Figure 1. Clock distribution (run 1).
Scale: 1 px per µm.
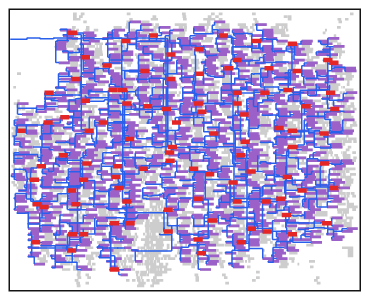
Figure 2. Placed cells, one color a class (run 1).
Scale: 1 px per µm.
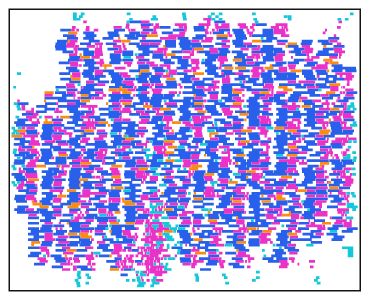
Figure 3. Cell placement (run 1).
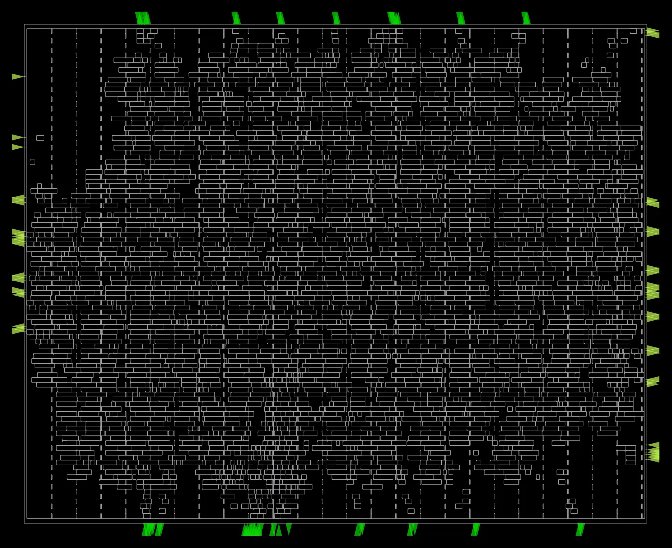
Figure 4. Where the registers sit (run 1).
Scale: 1 px per µm.
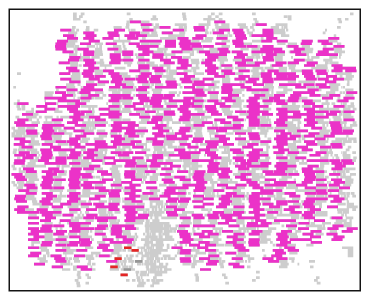
[config.mk]
export PLATFORM = sky130hd
export DESIGN_NAME = regfile_scrub
export DESIGN_NICKNAME = d
export VERILOG_FILES = /design/src/rtl/regfile_scrub.sv
export SDC_FILE = /design/constraint.sdc
export NUM_CORES = 1
export LEC_CHECK = 0
export ABC_CLOCK_PERIOD_IN_PS = 4500
export CORE_ASPECT_RATIO = 0.8
export CORE_UTILIZATION = 50
export CTS_CLUSTER_SIZE = 14
export DETAILED_ROUTE_END_ITERATION = 12
export GPL_ROUTABILITY_DRIVEN = 0
export PLACE_DENSITY = 0.7
export REMOVE_ABC_BUFFERS = 1
export SYNTH_ARGS = -nofsm -noshare
export SYNTH_HDL_FRONTEND = slang
export SYNTH_SLANG_ARGS = --single-unit
[constraint.sdc]
create_clock -name CLK -period 4.5 [get_ports CLK]
set_clock_uncertainty 0.05 [all_clocks]
set_input_delay 0.45 -clock CLK [delete_from_list [all_inputs] [get_ports CLK]]
set_output_delay 0.45 -clock CLK [all_outputs]
set_load 0.005 [all_outputs]
[src/rtl/regfile_scrub.sv]
// regfile_scrub: parametrised 2-read/1-write register file with a sequential
// scrub walker that zeroes one entry per cycle after reset or on request.
//
// Ports
//   CLK       system clock, all state on rising edge
//   RST_N     synchronous active-low reset (starts a scrub walk)
//   CLR_REQ   request to scrub all entries to 0 (honoured only when idle)
//   A1, A2    combinational read addresses (rs1, rs2)
//   A3        write address (rd)
//   WD        write data
//   RegWrite  write enable
//   RD1, RD2  read data, zero latency
//   BUSY      scrub in progress; writes dropped, reads return 0
//   WR_DROP   registered pulse: a write was attempted last cycle while BUSY
module regfile_scrub #(
  parameter int DATA_W   = 32,
  parameter int ADDR_W   = 5,
  parameter int ZERO_REG = 1,
  parameter int BYPASS   = 1
) (
  input  logic              CLK,
  input  logic              RST_N,
  input  logic              CLR_REQ,
  input  logic [ADDR_W-1:0] A1,
  input  logic [ADDR_W-1:0] A2,
  input  logic [ADDR_W-1:0] A3,
  input  logic [DATA_W-1:0] WD,
  input  logic              RegWrite,
  output logic [DATA_W-1:0] RD1,
  output logic [DATA_W-1:0] RD2,
  output logic              BUSY,
  output logic              WR_DROP
);

  localparam int unsigned DEPTH = 2 ** ADDR_W;
  localparam logic [ADDR_W-1:0] LAST_PTR = ADDR_W'(DEPTH - 1);

  typedef enum logic {
    IDLE  = 1'b0,
    SCRUB = 1'b1
  } state_t;

  state_t              state_q, state_d;
  logic [ADDR_W-1:0]   ptr_q, ptr_d;
  logic                wr_drop_q, wr_drop_d;
  logic [DATA_W-1:0]   mem_q [DEPTH];

  logic                busy;
  logic                wr_accept;

  assign busy      = (state_q == SCRUB);
  assign wr_accept = RegWrite && !busy && !((ZERO_REG != 0) && (A3 == '0));

  always_comb begin
    state_d   = state_q;
    ptr_d     = ptr_q;
    wr_drop_d = RegWrite && busy;
    case (state_q)
      IDLE: begin
        if (CLR_REQ) begin
          state_d = SCRUB;
          ptr_d   = '0;
        end
      end
      SCRUB: begin
        ptr_d = ptr_q + ADDR_W'(1);
        if (ptr_q == LAST_PTR) begin
          state_d = IDLE;
        end
      end
      default: begin
        state_d = IDLE;
      end
    endcase
  end

  always_ff @(posedge CLK) begin
    if (!RST_N) begin
      state_q   <= SCRUB;
      ptr_q     <= '0;
      wr_drop_q <= 1'b0;
    end else begin
      state_q   <= state_d;
      ptr_q     <= ptr_d;
      wr_drop_q <= wr_drop_d;
    end
  end

  // Storage has no reset of its own; the walker clears it once reset is
  // released. Scrub and write never coincide because writes require !busy.
  always_ff @(posedge CLK) begin
    if (RST_N) begin
      if (busy) begin
        mem_q[ptr_q] <= '0;
      end else if (wr_accept) begin
        mem_q[A3] <= WD;
      end
    end
  end

  always_comb begin
    RD1 = mem_q[A1];
    if (busy) begin
      RD1 = '0;
    end else if ((ZERO_REG != 0) && (A1 == '0)) begin
      RD1 = '0;
    end else if ((BYPASS != 0) && wr_accept && (A3 == A1)) begin
      RD1 = WD;
    end
  end

  always_comb begin
    RD2 = mem_q[A2];
    if (busy) begin
      RD2 = '0;
    end else if ((ZERO_REG != 0) && (A2 == '0)) begin
      RD2 = '0;
    end else if ((BYPASS != 0) && wr_accept && (A3 == A2)) begin
      RD2 = WD;
    end
  end

  assign BUSY    = busy;
  assign WR_DROP = wr_drop_q;

endmodule
==> notes.md, run 1 <==
Implementation status.

- The via count is 28000.
- The wire length the detailed router placed on met1 is 55.1 mm.
- The number of inserted diodes is 0.
- The chip area from the yosys synthesis statistics is 48300 µm².
- The run finished with clean final reports.
- The maximum number of pins on one net before global-route repair is 57.
- The area fraction in and, or, nand and nor cells after synthesis is 0.0305.
- The worst-path maximum fanout is 32.
- The mapped cell area is 48300 µm².
- Of the synthesized area, sequential elements account for 0.640.
- The starting density of the core is 0.507.
- CTS added clock buffers totalling 98.
- The H-tree depth is 3.
- The final HPWL from detailed placement is 83.8 mm.
- The dominant non-sequential cell family after synthesis is multiplexers.
- The cell-mix breakdown from Yosys lists the XOR/XNOR area share as 0.00181.
- Max-cap violations in this run came to 0.
- The relative slew slack is 0.258.
- The final-report hold violation count is 0.
- The TritonCTS sink count is 1031.
- The proportion of synthesized flip-flops having asynchronous set or reset is 0.
- The number of synthesized register bits is 1031.
- Among all flip-flop cells after synthesis, the most frequent one is sky130_fd_sc_hd__edfxtp_1.
- The synthesis log from Yosys contains 0 warnings.
- At the worst endpoint, the arrival time is 3.61 ns.
- The number of I/O port buffers is 116.
- Setup repair after global routing left no endpoint under its margin.
- The main area contributors are sky130_fd_sc_hd__edfxtp_1 64%, sky130_fd_sc_hd__mux4_2 24%, sky130_fd_sc_hd__a211oi_1 1.5%.
- The worst path in the final design needs a cycle of 4.11 ns, including I/O delays and setup.
- The highest layer touched by signal routing is met4.
- The number of setup buffers added after CTS is 0.
- The horizontal die dimension is 349 µm.
- The number of antenna violations at the first check in global routing is 1.
- The growth of design area from synthesis to finish is 14.3%.
- The most common cell after layout, fill and taps aside is sky130_fd_sc_hd__edfxtp_1.
- The kind of end point of the critical path is a primary output.
- The die boundary height is 280 µm.
- The library cells used most frequently in the layout, excluding fill and tap cells, are 1024 x sky130_fd_sc_hd__edfxtp_1, 512 x sky130_fd_sc_hd__mux4_2, 108 x sky130_fd_sc_hd__clkdlybuf4s50_1.
- The buffer type at the clock tree root is sky130_fd_sc_hd__clkbuf_16.
- For the pin with the worst max-slew slack, the measured transition is 1.11 ns.
Notes on Figure 1 above:
- blue: clock wires (length 11600 µm)
- purple: flip-flops (count 1031)
- red: cells driving clock nets (count 98)
- routed clock nets: 99
- flops lie: widely spread
clock latency on the worst-skew pair: 0.66 ns
power of the clock network: 8340 µW
proportion of power drawn by the clock network: 0.414

Notes on Figure 2 above:
- cyan: other buffers and delay cells (cells 253; share of their area 5.2%)
- blue: flops (cells 1031; share of their area 58%)
- magenta: all other logic (cells 1202; share of their area 31%)
- orange: clock drivers and dummy loads (cells 179; share of their area 6.0%)
post-route core utilization: 0.579
Final Instance Area: 55200 µm²
row count: 101
placeable core region: 95300 µm²
proportion of cell area occupied by registers: 0.560

Notes on Figure 3 above:
Flops: 1031
Filler Cell Count: 6897
non-filler cells in the finished layout: 3952

Notes on Figure 4 above:
- magenta: mem_q (sequential cells 1024; where widely spread)
- red: ptr_q (sequential cells 5)
total area of sequential cells: 30900 µm²
sequential logic power: 10500 µW

==> run 1: critical path: cells and delay by family <==
| kind | cells | cell delay (ns) |
|---|---|---|
| buffers and inverters | 3 | 1.40 |
| AND-OR/OR-AND | 4 | 1.14 |
| AND/OR/NAND/NOR | 1 | 0.60 |
==> run 1: stage by stage <==
step	worst slack, ns	instance area, µm²	total power [µW]
5_1_grt	0.324	55200	20600
3_5_place_dp	0.328	52000	12000
3_3_place_gp	0.397	52000	12000
4_1_cts	0.424	55200	20200
6_report	0.386	55200	20100
2_1_floorplan	0.398	47300	11200
==> run 1: sequential cells by signal, indices dropped and copies added (netlist names) <==
signal   count
ptr_q        5
mem_q     1024
WR_DROP      1
BUSY         1
==> run 1: final timing paths <==
path             from             to  slack, ns  cells after the start
max reg2reg      BUSY  mem_q[28][29]       1.14                      7
min          RegWrite        WR_DROP       0.49                      2
min reg2reg  ptr_q[0]       ptr_q[0]       0.56                      2
max             A3[4]        RD2[29]       0.39                      8
==> run 1: report_power, final <==
group | internal (µW) | total, µW | switching [µW] | leakage (µW)
logic | 557 | 1330 | 774 | 0.00640
registers | 10400 | 10500 | 21.4 | 0.0111
clock network | 4740 | 8340 | 3610 | 0.00156
total | 15700 | 20100 | 4400 | 0.0191
==> run 1: layer usage <==
| metal | vias to the layer above | global-route usage |
|---|---|---|
| met5 | - | 0 |
| met4 | 0 | 0.103 |
| met3 | 295 | 0.0529 |
| met2 | 1761 | 0.464 |
| met1 | 15000 | 0.420 |
| li1 | 11000 | - |
==> run 1: layout make-up <==
type	count	area, µm²
clock inverter	59	592
tap	1287	1610
multi-input combinational	1198	16700
fill	6897	40100
timing repair buffer	253	2770
clock buffer	120	2600
sequential	1031	30900
inverter	4	15.0
Figure 5. Wires at chosen ports, followed through buffers (run 1).
Scale: 1.5 px per µm.
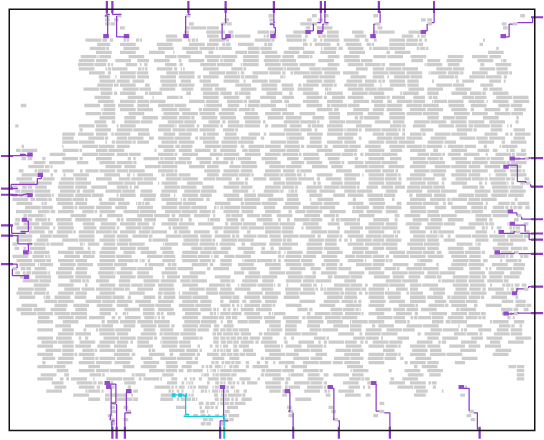

==> run 2, diff against run 1 <==
CTS_BUF_LIST = sky130_fd_sc_hd__clkbuf_4 sky130_fd_sc_hd__clkbuf_8 sky130_fd_sc_hd__clkbuf_16   (was not set)
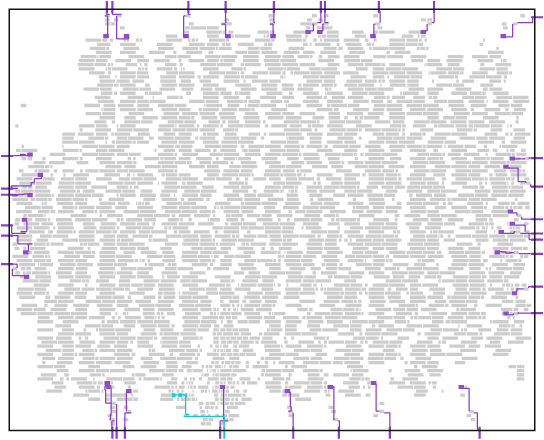
Figure 6: run 2, wires at chosen ports, followed through buffers.
Scale: 1.5 px per µm.
- cyan: CLR_REQ (bits 1; direction input; edge south; end cells 3; wire 59.2 µm)
- purple: RD2 (bits 32; direction output; edge 9 east, 9 north, 8 south, 6 west; end cells 32; wire 752 µm)
Top-Level Pins: 117
Port Buf Inserts: 116

==> notes.md, run 2 <==
Implementation status.

- The mapped cell area was 48300 µm² (unchanged).
- The number of antenna violations at the first check in global routing is 1 (unchanged).
- Post-synth area hogs: sky130_fd_sc_hd__edfxtp_1 64%, sky130_fd_sc_hd__mux4_2 24%, sky130_fd_sc_hd__a211oi_1 1.5% (unchanged).
- Outcome: finished, final reports clean (unchanged).
- The logic share of the area came to 0.302 (was 0.303).
- The count of inserted tapcells is 1287 (unchanged).
- The number of standard-cell rows in the floorplan was 101 (unchanged).
- The buffering overhead is 0.0502 (was 0.0503).
- The net switching power is 4410 µW (was 4400 µW).
- The dominant non-sequential cell family after synthesis is multiplexers (unchanged).
- The register with the highest flop count is mem_q (unchanged).
- The worst-path maximum fanout came to 32 (unchanged).
- The area fraction in and, or, nand and nor cells after synthesis was 0.0305 (unchanged).
- The uppermost metal layer occupied by signal nets is met4 (unchanged).
- The layout sequential cell count is 1031 (unchanged).
- The wire length the detailed router placed on met1 is 53.9 mm (was 55.1 mm).
- The starting density of the core is 0.507 (unchanged).
- The global-route track usage on met3 is 0.0521 (was 0.0529).
- The number of synthesis warnings came to 0 (unchanged).
- The area of the core is 95300 µm² (unchanged).
- The area taken by flip-flops and latches is 30900 µm² (unchanged).
- The number of stages on the worst hold path is 2 (unchanged).
- The logic area is 16700 µm² (unchanged).
- The number of setup buffers added after CTS is 0 (unchanged).
- The die boundary height is 280 µm (unchanged).
- The number of clock buffers inserted by TritonCTS came to 98 (unchanged).
- The layout clock buffer count is 120 (unchanged).
- The chip area from the yosys synthesis statistics is 48300 µm² (unchanged).
- The TritonCTS sink count came to 1031 (unchanged).
- The transition time of the tightest slew-check pin is 1.14 ns (was 1.11 ns).
- Setup repair after global routing missed its margin: no (unchanged).
- The final-report hold violation count is 0 (unchanged).
- The count of plain and timing-repair buffers in the layout is 253 (unchanged).
- The number of inserted diodes is 1 (was 0).
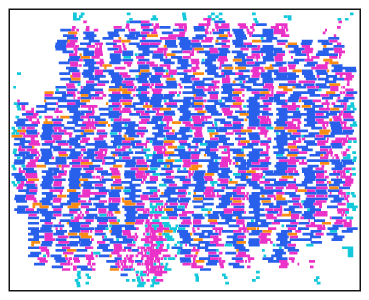
Figure 7: run 2, placed cells, one color a class.
Scale: 1 px per µm.
- magenta: all other logic (cells 1202; share of their area 31%)
- orange: clock drivers and dummy loads (cells 179; share of their area 6.1%)
- cyan: other buffers and delay cells (cells 253; share of their area 5.2%)
- blue: flops (cells 1031; share of their area 58%)
proportion of cell area occupied by registers: 0.559
Final Instance Area: 55300 µm²
post-route core utilization: 0.580

-- run 2: cell count changes in the layout (fill, tap and decap cells not counted), sizes merged --
cell | previous run | this run
diode | 0 | 1
-- run 2: worst register-to-register path: stages (launching register included) --
cell and delay (ns):
sky130_fd_sc_hd__dfxtp_1 0.31, sky130_fd_sc_hd__inv_1 0.28, sky130_fd_sc_hd__o2111a_2 0.43, sky130_fd_sc_hd__buf_4 0.24, sky130_fd_sc_hd__mux2i_4 0.27, sky130_fd_sc_hd__nand2_2 0.19, sky130_fd_sc_hd__nor2_4 0.87, sky130_fd_sc_hd__buf_4 0.38
-- run 2: power groups by stage --
| stage | clock network [µW] | registers (µW) | logic [µW] |
|---|---|---|---|
| finish | 8460 | 10500 | 1330 |
| global placement | 0 | 10700 | 1320 |
| detailed placement | 0 | 10700 | 1320 |
| global route | 8860 | 10500 | 1380 |
| CTS | 8500 | 10500 | 1330 |
| floorplan | 0 | 10700 | 576 |
-- run 2: through the flow --
| step | instances | worst slack, ns | utilization |
|---|---|---|---|
| 2_1_floorplan | 2233 | 0.398 | - |
| 3_3_place_gp | 3773 | 0.397 | 0.546 |
| 3_5_place_dp | 3773 | 0.328 | 0.546 |
| 4_1_cts | 3952 | 0.424 | 0.580 |
| 5_1_grt | 3952 | 0.324 | 0.580 |
| 6_report | 3953 | 0.381 | 0.580 |
-- run 2: final timing paths --
check	slack [ns]	start	to
setup / recovery	0.38	A3[4]	RD2[15]
hold / removal	0.49	RegWrite	WR_DROP
setup reg to reg	1.17	BUSY	mem_q[28][29]
hold reg to reg	0.55	ptr_q[0]	ptr_q[0]
Power figures rest on the tool's default switching activity, not on a simulated workload.
